File: src/rtl/mem_port_arbiter.sv
// Arbitrates the CPU control path and a DMA/loader port onto one req/ack memory port.
// The CPU is favoured, but DMA gets a bounded streak guarantee; a stuck access times out.
module mem_port_arbiter #(
  parameter int unsigned AW             = 32,
  parameter int unsigned DW             = 32,
  parameter int unsigned MAX_CPU_STREAK = 4,
  parameter int unsigned TIMEOUT        = 16
) (
  input  logic          CLK,
  input  logic          reset,
  // CPU control path
  input  logic          cpu_rd,
  input  logic          cpu_wr,
  input  logic [AW-1:0] cpu_addr,
  input  logic [DW-1:0] cpu_wdata,
  output logic [DW-1:0] cpu_rdata,
  output logic          cpu_done,
  output logic          cpu_stall,
  output logic          cpu_err,
  // DMA / program loader
  input  logic          dma_req,
  input  logic          dma_we,
  input  logic [AW-1:0] dma_addr,
  input  logic [DW-1:0] dma_wdata,
  output logic [DW-1:0] dma_rdata,
  output logic          dma_done,
  output logic          dma_err,
  // Memory side
  output logic          mem_req,
  output logic          mem_we,
  output logic [AW-1:0] mem_addr,
  output logic [DW-1:0] mem_wdata,
  input  logic [DW-1:0] mem_rdata,
  input  logic          mem_ack
);

  typedef enum logic [1:0] {StIdle, StBusy, StDone} state_e;

  localparam logic [3:0] StreakMax = 4'(MAX_CPU_STREAK);
  localparam logic [7:0] TimerLast = 8'(TIMEOUT - 1);
  localparam bit         TimeoutEn = (TIMEOUT != 0);

  state_e          state_q, state_d;
  logic            owner_dma_q, owner_dma_d;
  logic [3:0]      streak_q, streak_d;
  logic [7:0]      timer_q, timer_d;
  logic            mem_req_q, mem_req_d;
  logic            mem_we_q, mem_we_d;
  logic [AW-1:0]   mem_addr_q, mem_addr_d;
  logic [DW-1:0]   mem_wdata_q, mem_wdata_d;
  logic [DW-1:0]   rdata_q, rdata_d;
  logic            err_q, err_d;

  logic cpu_req;
  logic grant_dma;
  logic grant_cpu;
  logic timed_out;
  logic in_done;

  assign cpu_req   = cpu_rd | cpu_wr;
  assign grant_dma = dma_req && (!cpu_req || (streak_q == StreakMax));
  assign grant_cpu = cpu_req && !grant_dma;
  assign timed_out = TimeoutEn && (timer_q == TimerLast);

  always_ff @(posedge CLK or negedge reset) begin
    if (!reset) begin
      state_q     <= StIdle;
      owner_dma_q <= 1'b0;
      streak_q    <= '0;
      timer_q     <= '0;
      mem_req_q   <= 1'b0;
      mem_we_q    <= 1'b0;
      mem_addr_q  <= '0;
      mem_wdata_q <= '0;
      rdata_q     <= '0;
      err_q       <= 1'b0;
    end else begin
      state_q     <= state_d;
      owner_dma_q <= owner_dma_d;
      streak_q    <= streak_d;
      timer_q     <= timer_d;
      mem_req_q   <= mem_req_d;
      mem_we_q    <= mem_we_d;
      mem_addr_q  <= mem_addr_d;
      mem_wdata_q <= mem_wdata_d;
      rdata_q     <= rdata_d;
      err_q       <= err_d;
    end
  end

  always_comb begin
    state_d     = state_q;
    owner_dma_d = owner_dma_q;
    streak_d    = streak_q;
    timer_d     = timer_q;
    mem_req_d   = mem_req_q;
    mem_we_d    = mem_we_q;
    mem_addr_d  = mem_addr_q;
    mem_wdata_d = mem_wdata_q;
    rdata_d     = rdata_q;
    err_d       = err_q;

    unique case (state_q)
      StIdle: begin
        if (grant_dma) begin
          owner_dma_d = 1'b1;
          mem_we_d    = dma_we;
          mem_addr_d  = dma_addr;
          mem_wdata_d = dma_wdata;
          streak_d    = '0;
          timer_d     = '0;
          mem_req_d   = 1'b1;
          state_d     = StBusy;
        end else if (grant_cpu) begin
          owner_dma_d = 1'b0;
          // A simultaneous rd+wr is resolved as a write.
          mem_we_d    = cpu_wr;
          mem_addr_d  = cpu_addr;
          mem_wdata_d = cpu_wdata;
          if (!dma_req) begin
            streak_d = '0;
          end else if (streak_q != StreakMax) begin
            streak_d = streak_q + 4'd1;
          end
          timer_d   = '0;
          mem_req_d = 1'b1;
          state_d   = StBusy;
        end
      end

      StBusy: begin
        if (mem_ack) begin
          rdata_d   = mem_we_q ? '0 : mem_rdata;
          err_d     = 1'b0;
          mem_req_d = 1'b0;
          state_d   = StDone;
        end else if (timed_out) begin
          rdata_d   = '0;
          err_d     = 1'b1;
          mem_req_d = 1'b0;
          state_d   = StDone;
        end else begin
          timer_d = timer_q + 8'd1;
        end
      end

      StDone: begin
        // One idle-side cycle so the CPU control unit can advance before re-arbitration.
        state_d = StIdle;
      end

      default: begin
        state_d   = StIdle;
        mem_req_d = 1'b0;
      end
    endcase
  end

  assign in_done   = (state_q == StDone);

  assign cpu_done  = in_done & ~owner_dma_q;
  assign cpu_err   = cpu_done & err_q;
  assign cpu_rdata = cpu_done ? rdata_q : '0;

  assign dma_done  = in_done & owner_dma_q;
  assign dma_err   = dma_done & err_q;
  assign dma_rdata = dma_done ? rdata_q : '0;

  // Gated by reset so every output reads 0 while reset is held.
  assign cpu_stall = reset & cpu_req & ~cpu_done;

  assign mem_req   = mem_req_q;
  assign mem_we    = mem_we_q;
  assign mem_addr  = mem_addr_q;
  assign mem_wdata = mem_wdata_q;

endmodule

File: config.mk
export PLATFORM = sky130hd
export DESIGN_NAME = mem_port_arbiter
export DESIGN_NICKNAME = d
export VERILOG_FILES = /design/src/rtl/mem_port_arbiter.sv
export SDC_FILE = /design/constraint.sdc
export NUM_CORES = 1
export LEC_CHECK = 0
export CAP_MARGIN = 40
export CORE_MARGIN = 4
export CORE_UTILIZATION = 42
export CTS_CLUSTER_SIZE = 14
export DETAILED_ROUTE_END_ITERATION = 6
export GPL_TIMING_DRIVEN = 0
export PLACE_DENSITY = 0.87
export SLEW_MARGIN = 30
export SYNTH_ARGS = -nofsm -noshare
export SYNTH_HDL_FRONTEND = slang
export SYNTH_SLANG_ARGS = --single-unit
File: constraint.sdc
create_clock -name CLK -period 4 [get_ports CLK]
set_clock_uncertainty 0.05 [all_clocks]
set_input_delay 0.4 -clock CLK [delete_from_list [all_inputs] [get_ports CLK]]
set_output_delay 0.4 -clock CLK [all_outputs]
set_load 0.01 [all_outputs]
Figure 1. Signal wires on met1 (run 1).
Supply wires on this layer in gray.
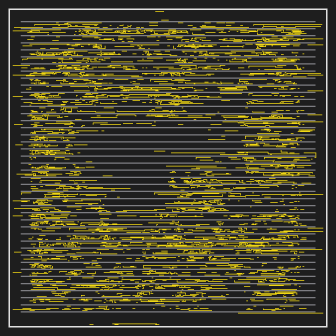
longest straight run: 32.7 um
share of all routed wire: 34%
main direction: horizontal
final WL: 19400 um
met1 usage: 26.8%
vias: 5719

Figure 2. Wiring by layer (run 1).
Two of the layers only.
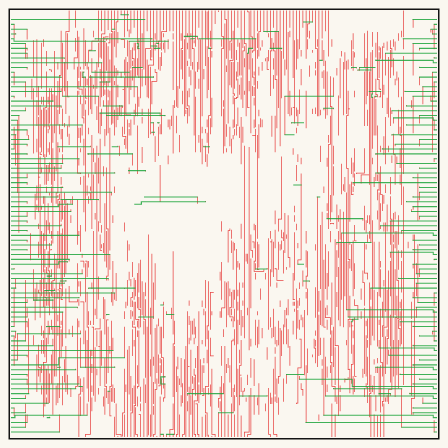
legend:
  green:
    layer: metal 3
    wire_length: 2210 um
  red:
    layer: metal 2
    wire_length: 10000 um
GR Util All Layers: 26.5%
Wirelength per Cell: 17.7 um

==> flow_summary.ini, run 1 <==
; flow metrics
[outcome]
status = finished, final reports clean

[critical_path]
rrSetupSlack_ns = 1.71
cp_top_family = buffers and inverters
cp.required_ns = 3.55
worstRegToRegCells = 8
crit_arrival_ns = 2.77
reg2reg_from = streak_q[0]$_DFFE_PN0P_
worstSetupStartpoint = state_q[0]$_DFFE_PN0P_
slowest_delay_ns = 0.56
critPathKind = reg -> out
worst-path-buf-inv = 4
start_kind = flop
crit_path_end_kind = primary output
rr_endpoint = mem_wdata[29]$_DFFE_PN0P_
cp_num_cells = 6
crit_slowest_cell = clkdlybuf4s50_1
critPathCapture = cpu_rdata[18]

[clock_network]
cts_setup_buffers = 0
clk_latency_ns = 0.41
clock_path_buffers = 2
hold_buffers = 1
ctsResizeCount = 0
cts.clk_slew.worst_paths_ns = 0.05
cts_max_level = 4
root_buffer = clkbuf_16
cts_tree = built

[cells_and_area]
drive_gt1_share_pct = 6.46
non_clock_inverter_count = 7
fillers = 904
nets = 1086
comb_area_share_pct = 24.9
final_cell_count_no_fill = 1101
seq_area_share_pct = 30.6
clk_share_pct = 6.80
layout_top_cells = clkdlybuf4s50_1 (300), a21oi_1 (132), dfrtp_1 (114)
layout.cells.most_common = clkdlybuf4s50_1
diodes = 0
buffer_area_share_pct = 35.1
area_growth_pct = 72.5

[power]
power_density_nw_per_um2 = 666
power.group.top = combinational logic
power.total_mw = 6.21
p_sw_mw = 2.13
peakVddDrop_mv = 0.368
comb-power_mw = 2.59
internal_power_mw = 4.07
p_seq_share_pct = 32.7
combPwrFrac_pct = 41.7

[routing]
drt_iter0_drc = 296
drt-met1-wl_um = 6660
routed.top_layer = met4
dr_wl_met3_um = 2210
firstDrtPassIters = 5
ant_nets = 0
wl_met2_um = 10000

[logic_synthesis]
netlist_area_um2 = 5400
synthTopCellsByCount = a21oi_1 (132), dfrtp_1 (114), nand2_1 (75), nor2_1 (70), and2_1 (66)
ys_sh_xor_pct = 0
ys_area_um2 = 5400
ys_sh_simple_pct = 20.4
area_leaders = dfrtp_1 (53%), a21oi_1 (12%), and2_1 (7.6%), a22o_1 (5.4%), nand2_1 (5.2%)
synth-async-reset-ratio_pct = 100
numSynthFlops = 114
synth_cells = 593
synth-edff-count = 0
synthTopLogicFamily = AND-OR/OR-AND gates
adder_share_pct = 0.695
ys_seq_share_pct = 52.8
yosysTopAreaCellShare_pct = 52.8
fp_nets = 763
yosysUniqueCellTypes = 41
ff_type = dfrtp_1
syn_area_per_cell_um2 = 9.10
top_cell = a21oi_1
yosysWarnings = 0

[placement]
portBuffers = 301
gp_congestion = 0.807
placed_cells = 1068
pre_cts_slack_ns = 1.26

[die]
core_um2 = 12600
die_h_um = 121
std_cell_rows = 41
fp_util_pct = 42.8
die_w_um = 121

[final_timing]
fin_setup_tns_ns = 0
period_used_pct = 80.5
period_needed_ns = 3.22
final-setup-viol-count = 0
hold_slack_ns = 0.440
max_slew.worst_pin.slew_ns = 0.563
setup_ws_ns = 0.780
drv_slew = 0
clock.fmax_mhz = 311
grt_setup_unrepaired = false
final_hold_viol_count = 0

[run]
warning_count = 27
drv_cap = 0

[global_route]
grt.busiest_layer = met2
met2_usage_pct = 47.7
antenna_found_initial = 0
overflow = 0
first_global_vias = 5830
grt_max_degree = 68
grt_first_pass_wirelength_um = 30000

[min_path]
hold_class = in -> async
Figure 3. Clock routing (run 1).
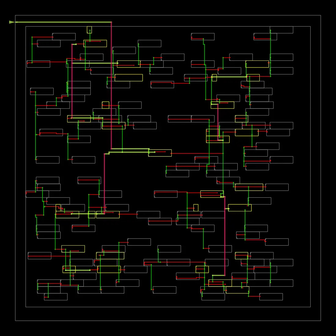
# clock sinks: 114
Clock buffer cells: 23
P_clk: 1.59 mW
cts bufs inserted: 17
flop count: 114

==> run 2: changes to the inputs <==
--- a/config.mk
+++ b/config.mk
@@ -7,11 +7,11 @@
 export LEC_CHECK = 0
 export CAP_MARGIN = 40
 export CORE_MARGIN = 4
-export CORE_UTILIZATION = 42
+export CORE_UTILIZATION = 39
 export CTS_CLUSTER_SIZE = 14
 export DETAILED_ROUTE_END_ITERATION = 6
 export GPL_TIMING_DRIVEN = 0
-export PLACE_DENSITY = 0.87
+export PLACE_DENSITY = 0.81
 export SLEW_MARGIN = 30
 export SYNTH_ARGS = -nofsm -noshare
 export SYNTH_HDL_FRONTEND = slang
==> constraint.sdc (replaced) <==
create_clock -name CLK -period 3.3 [get_ports CLK]
set_clock_uncertainty 0.05 [all_clocks]
set_input_delay 0.33 -clock CLK [delete_from_list [all_inputs] [get_ports CLK]]
set_output_delay 0.33 -clock CLK [all_outputs]
set_load 0.01 [all_outputs]
Figure 4. Signal wires on met4 (run 2).
Supply wires on this layer in gray.
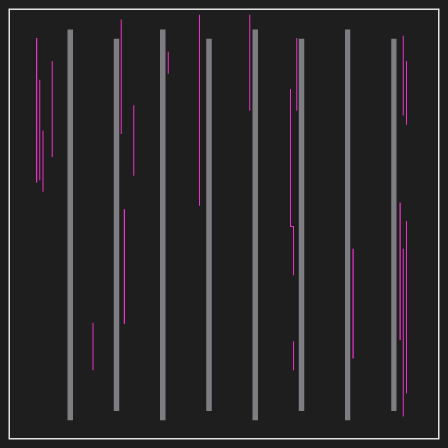
wire length on this layer: 605 um
nets with wire on the layer: 15
share of all routed wire: 3.2%
vias: 5521
final WL: 19100 um

Figure 5. Wiring by layer (run 2).
Two of the layers only.
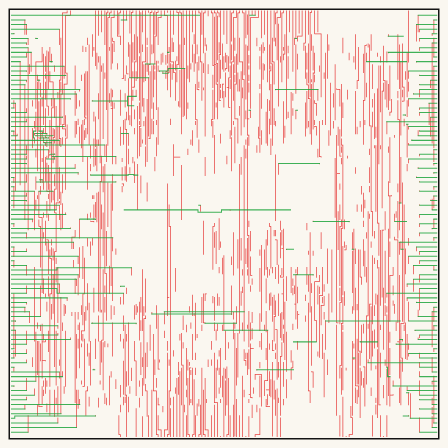
legend:
  green:
    layer: metal 3
    wire_length: 1740 um
  red:
    layer: metal 2
    wire_length: 9370 um
Wirelength per Cell: 17.3 um
GR Util All Layers: 23.6%

Figure 6. Signal wires on met1 (run 2).
Supply wires on this layer in gray.
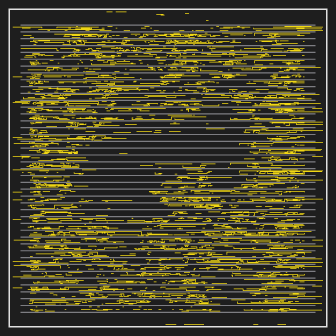
longest straight run: 33.6 um
main direction: horizontal
wire length on this layer: 7360 um
met1 usage: 26.4%

==> flow_summary.ini, run 2 <==
; flow metrics
[outcome]
status = finished, final reports clean

[logic_synthesis]
adder_share_pct = 0.695
synthTopCellsByCount = a21oi_1 (132), dfrtp_1 (114), nand2_1 (75), nor2_1 (70), and2_1 (66)
yosysTopAreaCellShare_pct = 52.8
top_cell = a21oi_1
area_leaders = dfrtp_1 (53%), a21oi_1 (12%), and2_1 (7.6%), a22o_1 (5.4%), nand2_1 (5.2%)
numSynthFlops = 114
ys_seq_share_pct = 52.8
netlist_area_um2 = 5400
ys_sh_xor_pct = 0
synthTopLogicFamily = AND-OR/OR-AND gates
ff_type = dfrtp_1
fp_nets = 763
ys_sh_simple_pct = 20.4
synth-async-reset-ratio_pct = 100
synth_cells = 593
yosysWarnings = 0

[cells_and_area]
final.clkbuf_count = 25
non_clock_inverter_count = 7
fillers = 1084
drive_gt1_share_pct = 5.83
final_cell_count_no_fill = 1102
nets = 1085
comb_area_share_pct = 25.2
diodes = 0
layout_top_cells = clkdlybuf4s50_1 (300), a21oi_1 (132), dfrtp_1 (114)
area_growth_pct = 70.5
clk_share_pct = 5.70

[run]
drv_cap = 0
warning_count = 27

[final_timing]
max_slew.worst_pin.slew_ns = 0.578
clock.fmax_mhz = 330
period_used_pct = 91.7
fin_setup_tns_ns = 0
final_hold_viol_count = 0
drv_slew = 0
grt_setup_unrepaired = false
setup_ws_ns = 0.273
final-setup-viol-count = 0

[critical_path]
rrSetupSlack_ns = 1.07
cp_num_cells = 5
reg2reg_from = streak_q[0]$_DFFE_PN0P_
critPathKind = reg -> out
worstRegToRegCells = 8
critPathCapture = cpu_rdata[26]
cp_top_family = buffers and inverters
start_kind = flop
crit_path_end_kind = primary output
crit_slowest_cell = clkdlybuf4s50_1
worstSetupStartpoint = state_q[0]$_DFFE_PN0P_
crit_arrival_ns = 2.65

[clock_network]
clkSinkCount = 114
clk_latency_ns = 0.41
cts_setup_buffers = 0
ctsResizeCount = 0
cts_buffers = 17
clock_path_buffers = 2
root_buffer = clkbuf_16
cts.clk_slew.worst_paths_ns = 0.05
cts_max_level = 4

[placement]
gp_congestion = 0.885
portBuffers = 301
pre_cts_slack_ns = 0.495
placed_cells = 1071

[min_path]
hold_class = in -> async

[power]
p_seq_share_pct = 34.0
power.total_mw = 7.17
p_sw_mw = 2.51
power.group.top = combinational logic
combPwrFrac_pct = 43.3
power_density_nw_per_um2 = 779

[routing]
wl_met2_um = 9370
ant_nets = 0
dr_wl_met3_um = 1740
drt_iter0_drc = 214
firstDrtPassIters = 4

[global_route]
overflow = 0
grt.busiest_layer = met2
grt_max_degree = 65
antenna_found_initial = 0
grt_first_pass_wirelength_um = 29400

[die]
die_h_um = 126
std_cell_rows = 42
Power is estimated from default activity; no workload was simulated.
